==> images/cell_classes.png <==
Scale bar: 20 um.
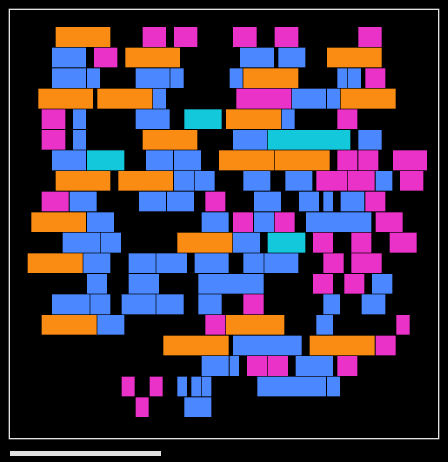
==> images/clock_map.png <==
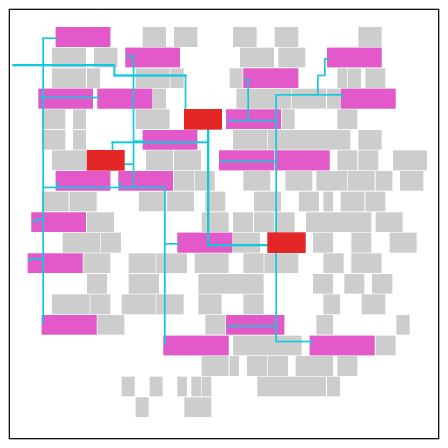
**config.mk**
```make
export PLATFORM = sky130hd
export DESIGN_NAME = demux_deserializer
export DESIGN_NICKNAME = d
export VERILOG_FILES = /design/src/rtl/demux_pkg.sv /design/src/rtl/one_to_n_demux.sv /design/src/rtl/demux_deserializer.sv
export SDC_FILE = /design/constraint.sdc
export NUM_CORES = 1
export LEC_CHECK = 0
export ABC_AREA = 0
export CAP_MARGIN = 20
export CELL_PAD_IN_SITES_DETAIL_PLACEMENT = 0
export CELL_PAD_IN_SITES_GLOBAL_PLACEMENT = 1
export CORE_UTILIZATION = 36
export CTS_BUF_LIST = sky130_fd_sc_hd__clkbuf_8 sky130_fd_sc_hd__clkbuf_16
export DETAILED_ROUTE_END_ITERATION = 12
export HOLD_SLACK_MARGIN = 0.15
export PLACE_DENSITY_LB_ADDON = 0.15
export SETUP_SLACK_MARGIN = 0.4
export SLEW_MARGIN = 15
export SYNTH_ARGS = -nofsm -noshare
export SYNTH_HDL_FRONTEND = slang
export SYNTH_HIERARCHICAL = 1
export SYNTH_SLANG_ARGS = --single-unit
```
**constraint.sdc**
```tcl
create_clock -name clk -period 1.9 [get_ports clk]
set_input_delay 0.475 -clock clk [delete_from_list [all_inputs] [get_ports clk]]
set_output_delay 0.475 -clock clk [all_outputs]
set_load 0.02 [all_outputs]
```
**src/rtl/demux_pkg.sv**
```systemverilog
// Shared constants and helpers for the serial demux/deserializer slice.
package demux_pkg;

  localparam int DEFAULT_WIDTH = 8;

  localparam bit LSB_FIRST = 1'b0;
  localparam bit MSB_FIRST = 1'b1;

  function automatic int sel_w_f(input int width);
    return (width < 2) ? 1 : $clog2(width);
  endfunction

endpackage

```
**src/rtl/one_to_n_demux.sv**
```systemverilog
// One-hot write-enable decoder: the structural inverse of the 8:1 mux.
module one_to_n_demux
  import demux_pkg::*;
#(
  parameter int WIDTH     = DEFAULT_WIDTH,
  parameter bit MSB_FIRST = LSB_FIRST
) (
  input  logic [sel_w_f(WIDTH)-1:0] sel_i,
  input  logic                      en_i,
  output logic [WIDTH-1:0]          we_o
);

  localparam int SEL_W = sel_w_f(WIDTH);

  logic [SEL_W-1:0] idx;

  // WIDTH is a power of two, so WIDTH-1-sel is simply the bitwise inverse.
  assign idx = MSB_FIRST ? ~sel_i : sel_i;

  always_comb begin
    we_o      = '0;
    we_o[idx] = en_i;
  end

endmodule

```
**src/rtl/demux_deserializer.sv**
```systemverilog
// Serial-to-parallel deserializer: a select counter steers each accepted bit
// into a collect register; completed words leave through a valid/ready register.
module demux_deserializer
  import demux_pkg::*;
#(
  parameter int WIDTH     = DEFAULT_WIDTH,
  parameter bit MSB_FIRST = LSB_FIRST
) (
  input  logic                      clk,
  input  logic                      rst,
  input  logic                      din,
  input  logic                      din_valid,
  output logic                      din_ready,
  input  logic                      flush,
  output logic [WIDTH-1:0]          dout,
  output logic                      dout_valid,
  input  logic                      dout_ready,
  output logic [sel_w_f(WIDTH)-1:0] sel
);

  localparam int               SEL_W    = sel_w_f(WIDTH);
  localparam logic [SEL_W-1:0] SEL_LAST = SEL_W'(WIDTH - 1);

  // Handshakes: a transfer happens on a rising edge where valid && ready.
  // din_ready only drops for the final bit while a finished word is still unread.
  logic [SEL_W-1:0] sel_q, sel_d;
  logic [WIDTH-1:0] collect_q, collect_d;
  logic [WIDTH-1:0] dout_q, dout_d;
  logic             dout_valid_q, dout_valid_d;

  logic             last_bit;
  logic             accept;
  logic [WIDTH-1:0] bit_we;
  logic [WIDTH-1:0] merged;

  assign last_bit  = (sel_q == SEL_LAST);
  assign din_ready = !(last_bit && dout_valid_q && !dout_ready);
  assign accept    = din_valid && din_ready && !flush;

  one_to_n_demux #(
    .WIDTH     (WIDTH),
    .MSB_FIRST (MSB_FIRST)
  ) u_decode (
    .sel_i (sel_q),
    .en_i  (accept),
    .we_o  (bit_we)
  );

  assign merged = (collect_q & ~bit_we) | (bit_we & {WIDTH{din}});

  always_comb begin
    sel_d        = sel_q;
    collect_d    = collect_q;
    dout_d       = dout_q;
    dout_valid_d = dout_valid_q;

    if (dout_valid_q && dout_ready) begin
      dout_valid_d = 1'b0;
    end

    if (flush) begin
      sel_d     = '0;
      collect_d = '0;
    end else if (accept) begin
      if (last_bit) begin
        // A load in the same cycle as a consume keeps valid high: no bubble.
        sel_d        = '0;
        collect_d    = '0;
        dout_d       = merged;
        dout_valid_d = 1'b1;
      end else begin
        sel_d     = sel_q + 1'b1;
        collect_d = merged;
      end
    end
  end

  always_ff @(posedge clk) begin
    if (rst) begin
      sel_q        <= '0;
      collect_q    <= '0;
      dout_q       <= '0;
      dout_valid_q <= 1'b0;
    end else begin
      sel_q        <= sel_d;
      collect_q    <= collect_d;
      dout_q       <= dout_d;
      dout_valid_q <= dout_valid_d;
    end
  end

  assign dout       = dout_q;
  assign dout_valid = dout_valid_q;
  assign sel        = sel_q;

endmodule
```
==> flow_summary.yaml <==
# physical design summary
outcome:
  outcome: "completed"
synth:
  yosysMostFrequentCell: "sky130_fd_sc_hd__dfxtp_1"
  synth_xor_xnor_area_share_pct: 0
  postSynth.topFlopCell: "sky130_fd_sc_hd__dfxtp_1"
  synth_adder_area_share_pct: 2.331
  post_synthesis_cell_count_from_yosys: 98
  syn_area_um2: 1074
  most_numerous_cell_types_in_the_synthesized_netlist: "sky130_fd_sc_hd__dfxtp_1, sky130_fd_sc_hd__mux2i_1, sky130_fd_sc_hd__a21oi_1"
  edf_count: 0
  register_share_after_synthesis_pct: 37.30
  dominant_kind_of_combinational_cell: "AND-OR/OR-AND gates"
  synthDominantCellAreaShare_pct: 37.30
  ys_async_sr_fraction_pct: 0
  post_synth_main_area_contributors: "sky130_fd_sc_hd__dfxtp_1, sky130_fd_sc_hd__a211oi_2, sky130_fd_sc_hd__mux2i_1"
  netlist.top_cell.by_area: "sky130_fd_sc_hd__dfxtp_1"
  syn_nets: 106
  synthCells: 98
  synthMuxAreaShare_pct: 9.324
  post_synth_ao_oa_area_fraction_pct: 27.62
  synth.yosys.chip_area_um2: 1074
  yosysWarnings: 6
  ys_types: 28
  synthesis.area_per_instance_um2: 10.95
  simple_gate_area_share_pct: 17.83
  synth_flops: 20
floorplanning:
  initial_core_util_pct: 38.60
  die_area_um2: 3204
  die_w_um: 56.61
  fp.dieH_um: 56.61
  io-pin-count: 19
detailed_routing:
  route.final.wire_length_mm: 2.645
  drtPass1Iterations: 4
  antenna_violating_nets_post_route: 0
  vias: 945
  drtIter0Drc: 22
  post_detailed_route_wirelength_per_cell_um: 16.03
  route.detailed.drc: 0
  vias_per_cell: 5.727
power:
  share_seq_of_total_power_pct: 45.0
  power_per_cell_area_nw_per_um2: 610.8
  leakage_nw: 0.5956
  power_report.internal_total_uw: 744.9
  vdd.ir_drop.worst_mv: 0.7300
  switching_power_uw: 189.0
  p_sw_share_pct: 20.24
  p_comb_share_pct: 9.2
finish:
  area_delta_synth_final_pct: 42.42
  design.final.nets: 143
  antenna_cells: 0
  drive_gt1_share_pct: 42.54
  filler_cell_count: 252
worst_setup_path:
  worst-endpoint-arrival_ns: 1.97
  crit_path_end_kind: "register"
  r2r_cells: 7
  worstSetupStartpoint: "sel[1]$_SDFFE_PP0P_"
  rrSetupSlack_ns: 0.09
  critical_path.max_fanout: 5
  r2r_end: "collect_q[7]$_SDFFE_PP0P_"
  r2r_start: "sel[1]$_SDFFE_PP0P_"
  timing_worst_setup_path_type: "register to register"
  startpoint_type: "register"
  crit_required_ns: 2.06
global_routing:
  gr-usage-all-layers_pct: 18.02
  grt_antenna_before_repair: 0
  grt_first_pass_wirelength_mm: 4.491
  grt_max_degree: 14
  grt.overflow.total: 0
  first_global_vias: 965
place:
  postPlaceCellArea_um2: 1403
  io_buffers: 18
  weighted_congestion_reported_at_the_end_of_routability_driven_placement: 0.7321
  final_hpwl_from_detailed_placement_mm: 1.758
clock_tree:
  cts_root_buffer: "sky130_fd_sc_hd__clkbuf_8"
  postCtsHoldBufs: 0
  cts_inserted_buffers: 3
  tritoncts: "built"
  cts.path.max_buffers: 2
  clock_slew_at_the_register_clock_pins_of_the_worst_setup_and_hold_paths_ns: 0.08
  h-tree-depth: 1
  clkSinkCount: 20
flow_run:
  tool_warnings: 29
  max_cap_violations: 0
timing:
  slew_worst_pin_ns: 0.2678
  final-max-slew-violation-count: 0
  fmax_mhz: 552.3
  timing.slew.headroom_pct: 82.07
  final.period_utilization_pct: 95.30
  setup-violations-final: 0
  post-route-min-period_ns: 1.811
  tns_ns: 0
  hold_viol_final: 0
worst_hold_path:
  worstHoldPathType: "register to register"
  min-delay-start: "collect_q[7]$_SDFFE_PP0P_"
  min_delay_worst_endpoint: "collect_q[7]$_SDFFE_PP0P_"
Notes on cell_classes.png above:
cyan -> clock drivers and dummy loads  # cells 4, share of their area 4.8%
magenta -> other buffers and delay cells  # cells 40, share of their area 23%
orange -> flops  # cells 20, share of their area 27%
blue -> all other logic  # cells 70, share of their area 45%
CORE AREA: 2781 um2
share of the core filled with cells in the final layout: 54.97%
sequential portion of the cell area: 26.76%
Placement Rows: 19
Final Cell Area: 1529 um2

Notes on clock_map.png above:
magenta -> flip-flops  # count 20
cyan -> clock wires  # length 269 um
red -> cells driving clock nets  # count 3
flops lie = all over the die
routed clock nets = 4
maximum clock skew at final layout: 0.005201 ns
clk_lat worst skew: 0.26 ns
clock power share: 45.8%

## worst max-delay path: stages, from the launching register on
cell and delay [ns]:
sky130_fd_sc_hd__dfxtp_4 0.35, sky130_fd_sc_hd__ha_4 0.15, sky130_fd_sc_hd__ha_4 0.15, sky130_fd_sc_hd__nand3b_1 0.17, sky130_fd_sc_hd__nor2b_2 0.25, sky130_fd_sc_hd__and4_2 0.29
sky130_fd_sc_hd__o211ai_1 0.09, sky130_fd_sc_hd__a32o_1 0.26
## power by group through the flow
stage	clock, mW	combinational, mW	sequential (mW)
after floorplan	0	0.0342	0.433
after global placement	0	0.0697	0.430
after detailed placement	0	0.0713	0.430
after CTS	0.441	0.0756	0.420
after global routing	0.454	0.0923	0.420
final	0.428	0.0861	0.420
## through the flow
step	setup slack (ns)	utilization [%]	total power, mW	cells	hold slack, ns
floorplan	0.1669	-	0.4676	98	0.4682
global placement	-0.3083	50.43	0.4994	154	0.4787
detailed placement	-0.3358	50.43	0.5010	154	0.4847
CTS	0.05811	53.22	0.9364	162	0.5041
global route	-0.02592	54.97	0.9664	165	0.5274
finish	0.08932	54.97	0.9339	165	0.5005
## worst max path at each step
stage | cells past startpoint | end
after floorplan | 7 | collect_q[0]$_SDFFE_PP0P_
after global placement | 3 | din_ready
after global routing | 7 | dout[0]$_SDFFE_PP0P_
after detailed placement | 3 | din_ready
after CTS | 7 | dout[4]$_SDFFE_PP0P_
final | 7 | collect_q[7]$_SDFFE_PP0P_
## cells by family after synthesis
| family | Yosys count |
|---|---|
| muxes | 10 |
| buffers and inverters | 9 |
| DFF | 20 |
| AOI/OAI and AO/OA | 35 |
| adders and majority gates | 2 |
| and+or+nand+nor | 22 |
## cells in the final DEF, fill, tap and decap left out, drive strengths merged
cell           Yosys  routed
bufinv             0       1
nand2b             2       2
o211ai             8       8
nand2              5       5
ha                 2       2
nand3b             1       1
and4bb             3       3
nor4b              2       2
a31oi              1       1
and4               1       1
mux2i             10      10
clkdlybuf4s50      0       4
o21ai              1       1
dlymetal6s2s       0       1
dlygate4sd2        0       9
nor2               1       1
dfxtp             20      20
and3b              1       1
and4b              3       3
and2               1       1
a21oi              9       9
a32o               8       8
nor2b              2       3
clkbuf             3       3
a211oi             8       8
buf                6      26
## area by class of cell
cell class,count,area [um2],share of cell area (%)
clock buffer,3,41.29,2.700
clock inverter,1,30.03,1.964
multi-input combinational,70,673.1,44.03
sequential,20,409.1,26.76
tap,31,38.79,2.537
timing repair buffer,40,336.6,22.01
## metal layers
metal  GRT usage, %  wire length (um)  up-vias  share of wire, %
li1               -                 -      460                 -
met1          23.33              1235      460                47
met2          29.75              1266       20                48
met3          4.378               102        5               3.9
met4          4.878                40        0               1.5
met5              0                 0        -                 0
## repair_timing
item | 4_1_cts | 5_1_grt
resized | 27 | 6
cloned | 1 | 0
setup buffers | 3 | 3
pin swaps | 6 | 2
endpoints found under the setup margin | 31 | 22
## registers in the layout, summed over array words and instances, names as in the netlist
register and cells:
dout 8, dout_valid 1, collect_q 8, sel 3
Power is estimated from default activity; no workload was simulated.
